==> images/m1.png <==
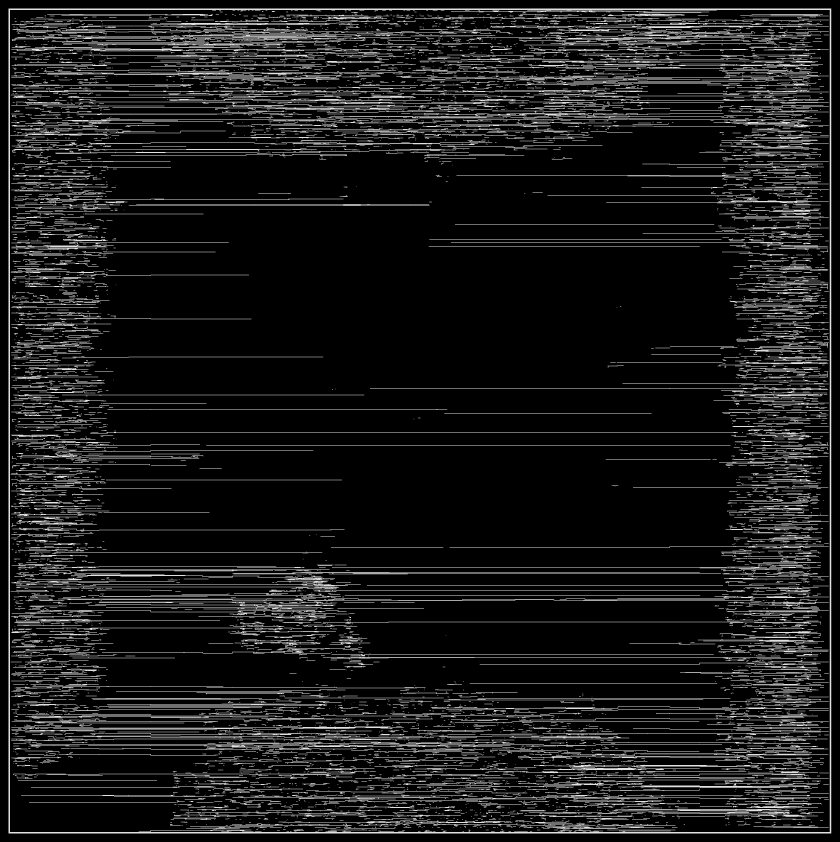
==> images/m2.png <==
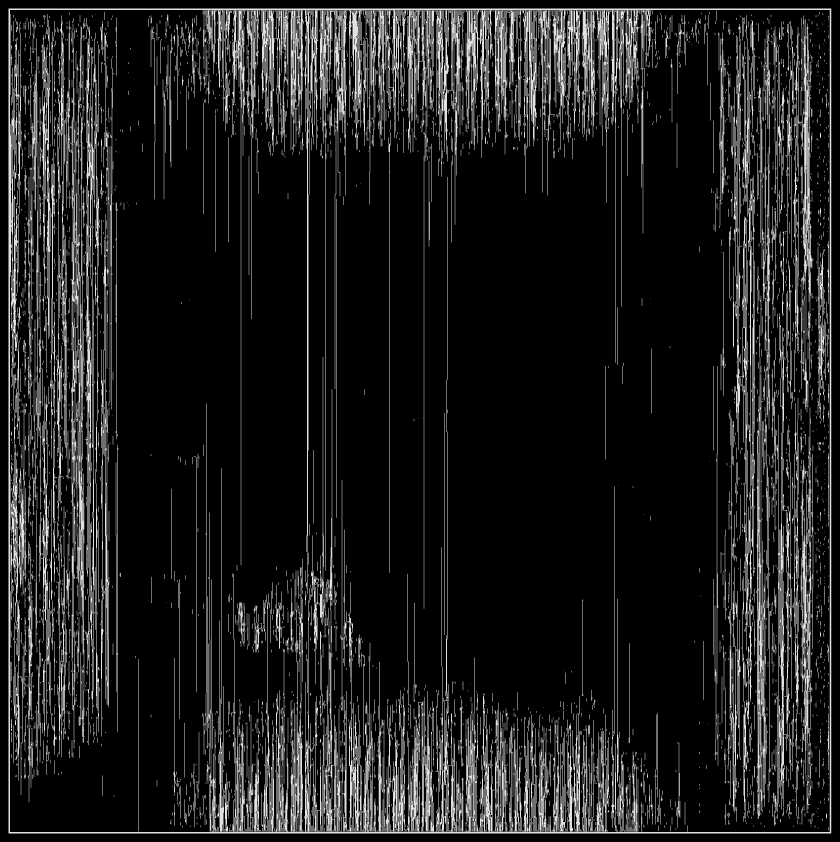
==> images/m3.png <==
Bar = 200 µm.
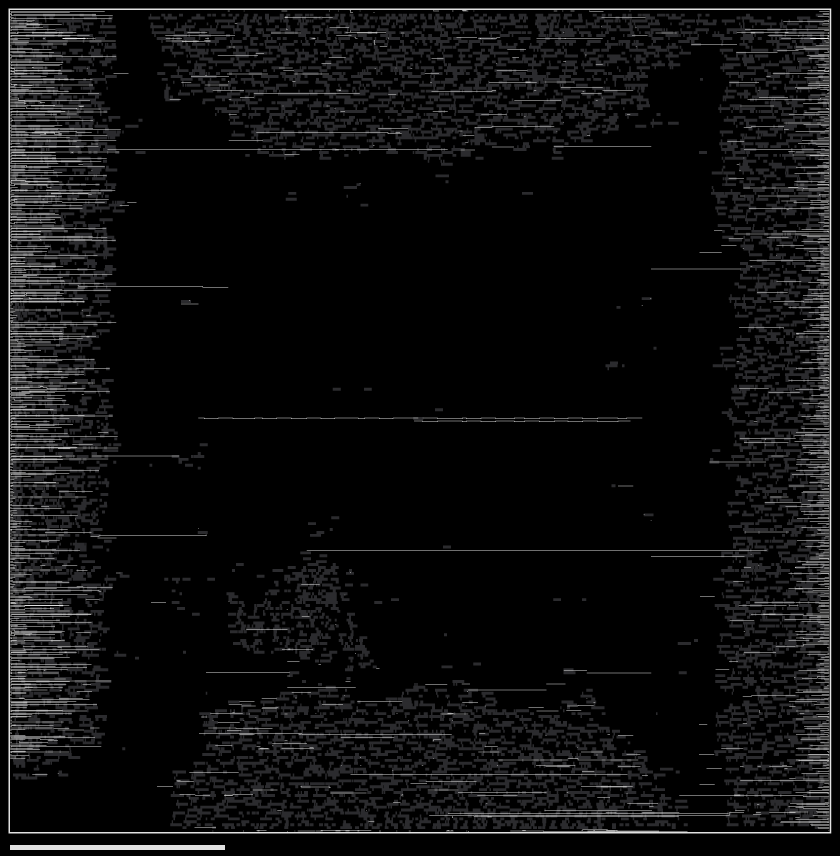
$ cat config.mk
export PLATFORM = sky130hd
export DESIGN_NAME = la_input_router
export DESIGN_NICKNAME = d
export VERILOG_FILES = /design/src/rtl/la_input_router.sv
export SDC_FILE = /design/constraint.sdc
export NUM_CORES = 2
export LEC_CHECK = 0
export CAP_MARGIN = 0
export CORE_AREA = 2 2 761 763
export DETAILED_ROUTE_END_ITERATION = 16
export DIE_AREA = 0 0 763 765
export PLACE_DENSITY = 0.35
export SLEW_MARGIN = 20
export SYNTH_ARGS = -nofsm -noshare
export SYNTH_HDL_FRONTEND = slang
export SYNTH_SLANG_ARGS = --single-unit
$ cat constraint.sdc
create_clock -name clk -period 2.25 [get_ports clk]
set_input_delay 0.3375 -clock clk [delete_from_list [all_inputs] [get_ports clk]]
set_output_delay 0.3375 -clock clk [all_outputs]
set_load 0.005 [all_outputs]
$ cat src/rtl/la_input_router.sv
`default_nettype none
// ============================================================================
// la_input_router -- routes masked LA input to one team slot, blanking on
// every select change. Rev 1.0
// ============================================================================
module la_input_router #(
  parameter int NUM_TEAMS    = 13,
  parameter int BLANK_CYCLES = 4
) (
  input  logic                 clk,
  input  logic                 nrst,
  input  logic [3:0]           la_sel,
  input  logic [127:0]         la_data_in,
  input  logic [127:0]         la_oenb,
  output logic [127:0]         team_la_in [NUM_TEAMS-1:0],
  output logic [NUM_TEAMS-1:0] team_la_valid,
  output logic [3:0]           active_sel,
  output logic                 switching,
  output logic [7:0]           sel_changes
);

  localparam logic [7:0] C_RELOAD = 8'(BLANK_CYCLES - 1);
  localparam logic [3:0] C_NONE   = 4'hF;

  typedef enum logic [1:0] {
    ST_BLANK  = 2'd0,
    ST_ACTIVE = 2'd1,
    ST_PARKED = 2'd2
  } state_t;

  state_t               r_state;
  logic [127:0]         r_dat_q;
  logic [3:0]           r_sel_q;
  logic [3:0]           r_pending_sel;
  logic [3:0]           r_active_sel;
  logic [7:0]           r_cnt;
  logic [7:0]           r_sel_changes;
  logic                 r_switching;
  logic [NUM_TEAMS-1:0] r_valid;
  logic [127:0]         r_team [NUM_TEAMS-1:0];

  logic [3:0]           w_target;
  logic                 w_pending_ok;

  // PARKED remembers its requested index in pending_sel, so it is the target there
  assign w_target     = (r_state == ST_ACTIVE) ? r_active_sel : r_pending_sel;
  assign w_pending_ok = ({28'd0, r_pending_sel} < 32'(NUM_TEAMS));

  always_ff @(posedge clk) begin
    if (!nrst) begin
      r_state       <= ST_BLANK;
      r_dat_q       <= '0;
      r_sel_q       <= '0;
      r_pending_sel <= '0;
      r_active_sel  <= C_NONE;
      r_cnt         <= C_RELOAD;
      r_sel_changes <= '0;
      r_switching   <= 1'b1;
      r_valid       <= '0;
      for (int t = 0; t < NUM_TEAMS; t++) r_team[t] <= '0;
    end else begin
      r_dat_q <= la_data_in & ~la_oenb;
      r_sel_q <= la_sel;
      r_valid <= '0;
      for (int t = 0; t < NUM_TEAMS; t++) r_team[t] <= '0;

      case (r_state)
        ST_ACTIVE, ST_PARKED: begin
          if (r_sel_q != w_target) begin
            r_state       <= ST_BLANK;
            r_pending_sel <= r_sel_q;
            r_cnt         <= C_RELOAD;
            r_active_sel  <= C_NONE;
            r_switching   <= 1'b1;
            if (r_sel_changes != 8'hFF) r_sel_changes <= r_sel_changes + 8'd1;
          end else if (r_state == ST_ACTIVE) begin
            for (int t = 0; t < NUM_TEAMS; t++) begin
              if (r_active_sel == 4'(t)) begin
                r_team[t]  <= r_dat_q;
                r_valid[t] <= 1'b1;
              end
            end
          end
        end

        ST_BLANK: begin
          if (r_sel_q != r_pending_sel) begin
            r_pending_sel <= r_sel_q;
            r_cnt         <= C_RELOAD;
          end else if (r_cnt != 8'd0) begin
            r_cnt <= r_cnt - 8'd1;
          end else if (w_pending_ok) begin
            // the exit cycle already delivers the current dat_q
            r_state      <= ST_ACTIVE;
            r_active_sel <= r_pending_sel;
            r_switching  <= 1'b0;
            for (int t = 0; t < NUM_TEAMS; t++) begin
              if (r_pending_sel == 4'(t)) begin
                r_team[t]  <= r_dat_q;
                r_valid[t] <= 1'b1;
              end
            end
          end else begin
            r_state     <= ST_PARKED;
            r_switching <= 1'b0;
          end
        end

        default: begin
          r_state       <= ST_BLANK;
          r_pending_sel <= '0;
          r_cnt         <= C_RELOAD;
          r_active_sel  <= C_NONE;
          r_switching   <= 1'b1;
        end
      endcase
    end
  end

  generate
    for (genvar g = 0; g < NUM_TEAMS; g++) begin : g_team_out
      assign team_la_in[g] = r_team[g];
    end
  endgenerate

  assign team_la_valid = r_valid;
  assign active_sel    = r_active_sel;
  assign switching     = r_switching;
  assign sel_changes   = r_sel_changes;

endmodule
`default_nettype wire

==> results.py <==
# Generated from Yosys and OpenROAD reports
metrics = {
    "run_status": {
        "run_status": "finished, violations left",
        "failed_checks": "negative setup slack",
    },
    "final_timing": {
        "finalWorstPathRequiredPeriod_ns": 2.67,
        "max_freq_ghz": 0.374,
        "grt_setup_unrepaired": "true",
        "clock_skew_ns": 0.0583,
        "fin_setup_tns_ns": -340.27,
        "final.hold.worst_slack_ns": 0.118,
        "maxSlewHeadroom": 0.531,
        "setup_slack_ns": -0.424,
        "final-setup-viol-count": 1668,
        "tightestPinTransition_ns": 0.702,
        "period_used_share": 1.19,
        "final-hold-violation-count": 0,
    },
    "power": {
        "sw_power_w": 0.0191,
        "cellLeakagePower_nw": 41.1,
        "pg_clk_w": 0.0381,
        "share_of_total_power_in_the_clock_network": 0.468,
        "top_power_group": "sequential cells",
        "p_seq_frac": 0.468,
        "intPower_w": 0.0624,
        "power.ir.vdd_worst_mv": 0.601,
        "power.combinational.total_w": 0.00526,
        "power_density_of_the_placed_cells_mw_per_mm2": 717,
        "p_sw_frac": 0.234,
        "power_dissipated_in_sequential_cells_w": 0.0381,
        "power_frac_comb": 0.065,
    },
    "layout": {
        "finished_core_util": 0.197,
        "final_cell_mix": "clkdlybuf4s50_1 (1942), nor2_1 (1645), edfxtp_1 (1536), conb_1 (1536), dfxtp_1 (298)",
        "fin_area_mm2": 0.114,
        "area_delta_synth_final_pct": 81.2,
        "post_route_cells_drive_above_1_share": 0.120,
        "stdcell_count": 16300,
        "num-nets-final": 8764,
    },
    "min_path": {
        "timing.hold.worst.class": "input port to flop",
        "min_from": "la_oenb[1]",
        "whs_path_depth": 2,
        "worstHoldEndpoint": "r_dat_q[1]",
    },
    "worst_setup_path": {
        "cp-start-kind": "flop",
        "worstPathCellList": "inv_4 > ha_4 > buf_6 > mux2i_2 > xor2_2 > and4_4 > buf_4 > buf_6 > a32oi_4 > buf_12 > buf_12 > bufbuf_16 > nor2_1",
        "cp_max_fo": 6,
        "crit-reg2reg-launch": "r_state[1]",
        "required_ns": 2.86,
        "ff2ff_path_depth": 13,
        "arrival_ns": 3.29,
        "worst_path_largest_cell_delay_ns": 0.33,
        "timing.critical_path.max_delay_family": "buffers and inverters",
        "crit_path_start": "r_state[1]",
        "path_buffers": 7,
        "reg2reg_to": "r_team[1][463]",
        "critical_path.endpoint": "r_team[1][463]",
        "path_depth": 13,
        "cpMaxStageDelayCell": "dfxtp_2",
        "timing.critical_path.to_type": "flop",
    },
    "placement": {
        "numPlacedInstances": 15500,
        "place.port_buffers": 1951,
        "finalWeightedCongestion": 0.730,
        "hpwlAfterDp_um": 263000,
        "place_worst_setup_slack_ns": -0.718,
        "placed_cell_area_mm2": 0.101,
    },
    "routing": {
        "drt.antenna.violating_nets": 0,
        "first_pass_iters": 5,
        "routed_via_density": 2.87,
        "met3_length_um": 33800,
        "drc": 0,
        "routed_wl_um": 356000,
        "highest-signal-layer": "met5",
        "wl_met1_um": 147000,
        "route.vias.total": 46800,
        "wl_per_cell_um": 21.8,
        "met2_length_um": 165000,
    },
    "grt": {
        "grt_pass1_wl_um": 449000,
        "grt_usage": 0.116,
        "grt.met3_usage": 0.0433,
        "grtUsageMet1": 0.141,
        "grt-ovfl-total": 0,
        "number_of_global_route_vias_before_repair": 45900,
        "number_of_antenna_violations_at_the_first_check_in_global_routing": 59,
        "grtUsageMet2": 0.191,
    },
    "synth": {
        "synth.top_cells.by_count": "nor2_1 (1749), edfxtp_1 (1536), dfxtp_1 (300)",
        "proportion_of_synthesized_flip_flops_having_asynchronous_set_or_reset": 0,
        "synthesis.instances": 4367,
        "synth_top_flop_cell": "edfxtp_1",
        "yosys-top-cells-area": "edfxtp_1 (74%), nor2_1 (10%), dfxtp_1 (9.6%)",
        "synthDominantAreaCellType": "edfxtp_1",
        "synth.cell_area_mm2": 0.0627,
        "synth-compound-area-share": 0.00678,
        "synth_adder_area_share": 0.00160,
        "yosys.area_share.xor_xnor": 0.00126,
        "synth.top_cell.area_share": 0.735,
        "synth-seq-area-share": 0.831,
        "edf_count": 1536,
        "number_of_cells_in_the_yosys_synthesis_report": 4367,
        "synth_flops": 1836,
        "post-synth-top-count-cell": "nor2_1",
        "synth_cell_type_count": 45,
    },
    "clock_network": {
        "clkLatencyLatePin_ns": 0.92,
        "number_of_buffers_inserted_by_hold_repair_at_cts": 233,
        "cts_post_setup_buffers_inserted": 41,
        "clock_path_buffers": 4,
        "tritoncts": "done",
        "cts_root_buffer": "clkbuf_16",
        "clock_buffers_created_by_tritoncts": 237,
        "htree_levels": 4,
        "path_clk_slew_ns": 0.06,
        "clock-sinks": 1836,
    },
    "floorplan": {
        "dieWidth_um": 763,
        "core_area_mm2": 0.576,
        "initial_core_util": 0.109,
        "floorplan.rows": 279,
        "dieHeight_um": 765,
    },
    "run": {
        "openroad.warnings": 34,
    },
}
-- m1.png (at the start) --
8165 nets have wire on it. The wires run mostly horizontal. The layer carries 147 mm of wire. The layer holds 41% of the routed length.

-- m2.png (at the start) --
7300 nets have wire on it. The longest straight run is 461 µm.

-- m3.png (at the start) --
1290 nets have wire on it. The longest straight run is 428 µm. The layer holds 9.5% of the routed length. The wires run mostly horizontal.

==> layout make-up <==
| type | instances | area (µm²) |
|---|---|---|
| Sequential cell | 1836 | 52100 |
| Multi-Input combinational cell | 3702 | 15400 |
| Timing Repair Buffer | 2708 | 28800 |
| Tap cell | 7587 | 9490 |
| Fill cell | 62900 | 462000 |
| Clock inverter | 92 | 821 |
| Inverter | 9 | 41.3 |
| Clock buffer | 347 | 6870 |
| Antenna cell | 22 | 55.1 |
==> state kept, by name, indices dropped and copies added (netlist names) <==
| register | cells |
|---|---|
| sel_changes | 8 |
| switching | 1 |
| r_state | 2 |
| r_pending_sel | 4 |
| r_sel_q | 4 |
| active_sel | 4 |
| r_dat_q | 128 |
| r_team | 1664 |
| r_cnt | 8 |
| team_la_valid | 13 |
No activity file was given, so power comes from the tool's default toggle rates.
